==> config.mk <==
export PLATFORM = sky130hd
export DESIGN_NAME = car_status_gen
export DESIGN_NICKNAME = d
export VERILOG_FILES = /design/src/rtl/car_status_gen.sv
export SDC_FILE = /design/constraint.sdc
export NUM_CORES = 1
export LEC_CHECK = 0
export CORE_MARGIN = 2
export CORE_UTILIZATION = 40
export DETAILED_ROUTE_END_ITERATION = 16
export PLACE_DENSITY = 0.77
export SYNTH_ARGS = -nofsm -noshare
export SYNTH_HDL_FRONTEND = slang
export SYNTH_SLANG_ARGS = --single-unit
==> constraint.sdc <==
create_clock -name clk -period 2.99 [get_ports clk]
set_clock_uncertainty 0.2 [all_clocks]
set_input_delay 0.598 -clock clk [delete_from_list [all_inputs] [get_ports clk]]
set_output_delay 0.598 -clock clk [all_outputs]
set_load 0.005 [all_outputs]
==> src/rtl/car_status_gen.sv <==
// Vehicle status producer: overheat monitor with hysteresis, trip-distance FSM and saturating fuel counter.
// Define CAR_TEMP_DEBOUNCE_EN to require DEB consecutive hot samples before overheat is flagged.
module car_status_gen #(
  parameter logic [7:0]  HOT_ON  = 8'd90,
  parameter logic [7:0]  HOT_OFF = 8'd80,
  parameter int unsigned DEB     = 3,
  parameter int unsigned DIST_W  = 16,
  parameter int unsigned FUEL_W  = 8
) (
  input  logic              clk,
  input  logic              reset,
  input  logic              temp_valid,
  input  logic [7:0]        temp,
  input  logic              trip_load,
  input  logic [DIST_W-1:0] trip_len,
  input  logic              odo_tick,
  input  logic              refill,
  input  logic [FUEL_W-1:0] fuel_add,
  output logic              cpu_overheated,
  output logic              arrived,
  output logic              gas_tank_empty,
  output logic [DIST_W-1:0] remaining,
  output logic [FUEL_W-1:0] fuel
);

  if (HOT_OFF >= HOT_ON || DEB < 1 || DEB > 15) begin : g_param_check
    $error("car_status_gen: requires HOT_OFF < HOT_ON and 1 <= DEB <= 15");
  end

  typedef enum logic [1:0] {IDLE, DRIVING, ARRIVED} trip_state_e;

  trip_state_e       state_q, state_d;
  logic [DIST_W-1:0] remaining_q, remaining_d;
  logic [FUEL_W-1:0] fuel_q, fuel_d;
  logic [FUEL_W:0]   fuel_sum;
  logic              hot_q, hot_d;
  logic              accepted;

`ifdef CAR_TEMP_DEBOUNCE_EN
  localparam logic [3:0] DEB_LAST = 4'(DEB - 1);
  logic [3:0] hot_cnt_q, hot_cnt_d;
`endif

  // A tick only counts if there was fuel before this cycle's update.
  assign accepted = odo_tick && (fuel_q != '0);

  always_comb begin
    hot_d = hot_q;
`ifdef CAR_TEMP_DEBOUNCE_EN
    hot_cnt_d = hot_cnt_q;
`endif
    if (temp_valid) begin
      if (!hot_q) begin
        if (temp >= HOT_ON) begin
`ifdef CAR_TEMP_DEBOUNCE_EN
          if (hot_cnt_q == DEB_LAST) begin
            hot_d     = 1'b1;
            hot_cnt_d = '0;
          end else begin
            hot_cnt_d = hot_cnt_q + 4'd1;
          end
`else
          hot_d = 1'b1;
`endif
        end else begin
`ifdef CAR_TEMP_DEBOUNCE_EN
          hot_cnt_d = '0;
`endif
        end
      end else if (temp <= HOT_OFF) begin
        hot_d = 1'b0;
      end
    end
  end

  // Load wins over a same-cycle tick for distance, but the tick still burns fuel below.
  always_comb begin
    state_d     = state_q;
    remaining_d = remaining_q;
    if (trip_load) begin
      remaining_d = trip_len;
      state_d     = (trip_len != '0) ? DRIVING : ARRIVED;
    end else if (state_q == DRIVING && accepted) begin
      remaining_d = remaining_q - DIST_W'(1);
      if (remaining_q == DIST_W'(1)) begin
        state_d = ARRIVED;
      end
    end
  end

  // One extra bit catches refill overflow; an accepted tick can never underflow.
  always_comb begin
    fuel_sum = {1'b0, fuel_q} + (refill ? {1'b0, fuel_add} : '0) - {{FUEL_W{1'b0}}, accepted};
    fuel_d   = fuel_sum[FUEL_W] ? '1 : fuel_sum[FUEL_W-1:0];
  end

  always_ff @(posedge clk) begin
    if (reset) begin
      state_q     <= IDLE;
      remaining_q <= '0;
      fuel_q      <= '0;
      hot_q       <= 1'b0;
`ifdef CAR_TEMP_DEBOUNCE_EN
      hot_cnt_q   <= '0;
`endif
    end else begin
      state_q     <= state_d;
      remaining_q <= remaining_d;
      fuel_q      <= fuel_d;
      hot_q       <= hot_d;
`ifdef CAR_TEMP_DEBOUNCE_EN
      hot_cnt_q   <= hot_cnt_d;
`endif
    end
  end

  assign cpu_overheated = hot_q;
  assign arrived        = (state_q == ARRIVED);
  assign gas_tank_empty = (fuel_q == '0);
  assign remaining      = remaining_q;
  assign fuel           = fuel_q;

endmodule

Fig. 1: M1 wires
Supply wires on this layer in grey.
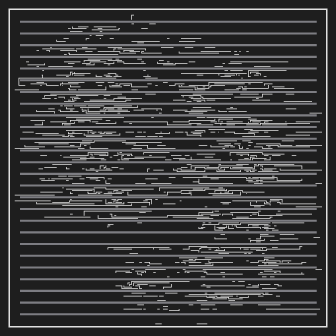
nets with wire on the layer: 357
longest straight run: 22.5 um
main direction: horizontal
via total after detailed routing: 2032
met1 Track Usage GR: 25.4%
final routed wirelength across all metal layers: 5.24 mm

Fig. 2: metal 2
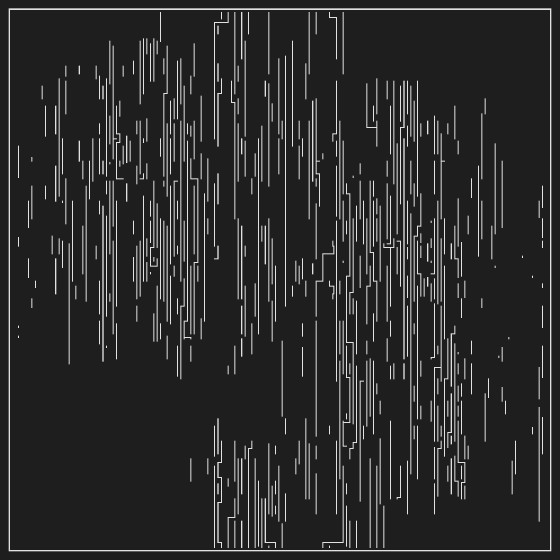
main direction: vertical
share of all routed wire: 49%
longest straight run: 35.4 um
nets with wire on the layer: 328
wire length on this layer: 2590 um
met2 usage in global routing: 34.0%

Fig. 3: met3 routing
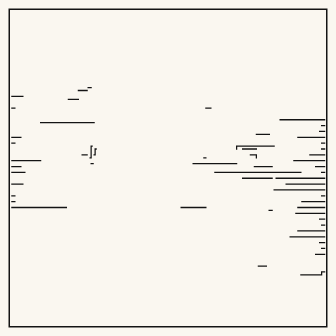
main direction: horizontal
wire length on this layer: 237 um
longest straight run: 20.0 um
share of all routed wire: 4.5%
nets with wire on the layer: 49
met3 layer usage reported by global route: 2.19%

==> Changelog: implementation <==
### Changed

- Max-capacitance violation count: 0
- Crit end category: flop
- Worst reg2reg path depth: 13
- Remaining routing DRC violations: 0
- Type of the setup path with the least slack: flop to flop
- Final setup TNS: -0.856 ns
- Synth Area in Adders: roughly an eighth
- Master cell of the clock root buffer: clkbuf_8
- Count of final setup violators: 8
- Area after detailed placement: 0.00282 mm2
- Fillers: 391
- Yosys warning tally: 0
- Clock-pin transition on the worst setup and hold timing paths: 0.10 ns
- Worst-skew pair later-pin latency: 0.28 ns
- Placer congestion estimate: between 0.8 and 0.9
- Buffers inserted by post-CTS timing repair: 3
- Final design instance area without fill: 0.00298 mm2
- Distinct lib cells used: 41
- Vias per Instance: 5.22
- Hold Fails Final Rpt: 0
- Area of the chip: about 0.0054 mm2
- Die Y: 73.5 um
- Worst slack, placed: -0.369 ns
- Number of port buffers: around 64
- Final Max Tran Viols: 0
- Gate count of the mapped netlist: 243
- Worst IR Drop VDD: 0.000710 V
- Int Power: roughly 1.5 mW
- Post-CTS Hold Fix Bufs: 0
- Congestion Overflow GR: 0
- Portion of the clock cycle consumed by the worst path in the final layout: 104%
- Xor/xnor share: 8.17%
- Logic gate share of total power: 70.4%
- Sequential Area: about 540 um2
- Post-synth seq share: 28.0%
- Row Count: 25
- Setup slack after layout: -0.126 ns
- Number of synthesized flops with an enable pin: 0
- Pin slew with the least headroom to its limit: approximately 0.82 ns
- Violations in the final reports: setup timing
- Hold Path Stages: 2
- Number of nets in the layout: 393
- Overall fraction of global-route tracks in use: 19.7%
- Run status: finished with violations
- Length of routed met2 wiring: 2.59 mm
- Unrepaired setup endpoints after global routing: true
- Detailed placer's ending HPWL: approximately 4.0 mm
- Maximum number of buffers from clock root to sink: 2
- Max Freq: ~0.32 GHz
- Data required, critical path: 2.95 ns
- Sequential power share: 20.5%
- Mapped Avg Cell Area: 7.94 um2
- Synthesized netlist net count: 300
- Count of inserted antenna diode cells: 0
- Async set-or-reset flop fraction in the synthesized netlist: 0%
- Multiplexer share: about 1.6%
- DRT met1 WL: 2.31 mm
- Antenna violation net count after detailed routing: 0
area by class of cell:
cell class              count  area share (%)
well taps                  54            2.27
multi-input cells         170            43.5
clock buffers               3            1.39
repair buffers             97            29.8
inverters                  37            4.66
clock inverters             1           0.168
flip-flops and latches     27            18.2
cells by family (layout without fill, tap and decap cells):
kind of cell	Yosys count	count (layout)
xor gates and xnor gates	18	18
and+or+nand+nor	76	76
buffers and inverters	46	138
DFF	27	27
muxes	3	3
adders and majority gates	19	19
AOI/OAI and AO/OA	54	54
per-layer routing:
layer  vias up  track usage (%)
met5         -                0
met4         0             6.87
met3        11             2.19
met2        69             34.0
met1       935             25.4
li1       1017                -
metrics by stage:
step,hold WS [ns],cells
global placement,0.346,380
global route,0.451,389
CTS,0.385,387
detailed placement,0.366,380
finish,0.379,389
floorplan,0.342,243
critical path: stages (launching register included):
cell and delay, ns:
dfxtp_2 0.33, or4_4 0.56, nor2_4 0.14, nor2b_2 0.05, ha_1 0.29, inv_2 0.07, ha_4 0.12, inv_2 0.04
fa_2 0.38, nor2b_4 0.16, o2111ai_4 0.14, a31oi_4 0.23, xnor2_4 0.18, a21oi_1 0.11
cells in the mapped netlist, types with 2 or more instances:
library cell | instances | area [um2]
nor2b_1 | 6 | 37.5
mux2i_1 | 3 | 30.0
xor2_1 | 10 | 87.6
nor4_1 | 10 | 62.6
inv_1 | 37 | 139
nor2_1 | 10 | 37.5
nand3b_1 | 2 | 15.0
nand2b_1 | 4 | 25.0
clkbuf_1 | 7 | 26.3
o21ai_0 | 7 | 35.0
xnor2_1 | 8 | 70.1
a31oi_1 | 2 | 12.5
dfxtp_1 | 27 | 541
nor3_1 | 19 | 95.1
o21a_1 | 13 | 97.6
a21oi_1 | 22 | 110
ha_1 | 18 | 225
nor3b_1 | 2 | 15.0
or3_1 | 2 | 12.5
nand2_1 | 13 | 48.8
sequential cells by signal (all words and copies together) (netlist names):
| name | flops |
|---|---|
| remaining | 16 |
| cpu_overheated | 1 |
| fuel | 8 |
| state_q | 2 |
final timing paths:
kind | from | end | slack (ns)
setup reg to reg | fuel[4] | fuel[1] | -0.13
setup / recovery | fuel[4] | fuel[1] | -0.13
hold reg to reg | cpu_overheated | cpu_overheated | 0.38
hold / removal | cpu_overheated | cpu_overheated | 0.38
placed cells by master (no fill, tap or decap), types with 2 or more instances in the layout:
cell and instances:
clkdlybuf4s50_1 64, inv_1 35, buf_4 33, dfxtp_1 25, a21oi_1 22, nor3_1 19
ha_1 17, nand2_1 13, o21a_1 13, xor2_1 10, nor4_1 10, nor2_1 9
xnor2_1 7, o21ai_0 7, nor2b_1 4, nand2b_1 4, mux2i_1 3, clkbuf_8 3
inv_2 2, or4_4 2, o2111ai_4 2, nand3b_1 2, nor3b_1 2, or3_1 2
dfxtp_2 2
power by group through the flow:
stage	combinational, mW	clock, mW	sequential, mW
6_report	1.69	0.218	0.493
3_5_place_dp	1.46	0	0.497
5_1_grt	1.86	0.224	0.502
3_3_place_gp	1.42	0	0.491
2_1_floorplan	0.815	0	0.506
4_1_cts	1.53	0.213	0.492
Power and IR drop assume default switching activity.
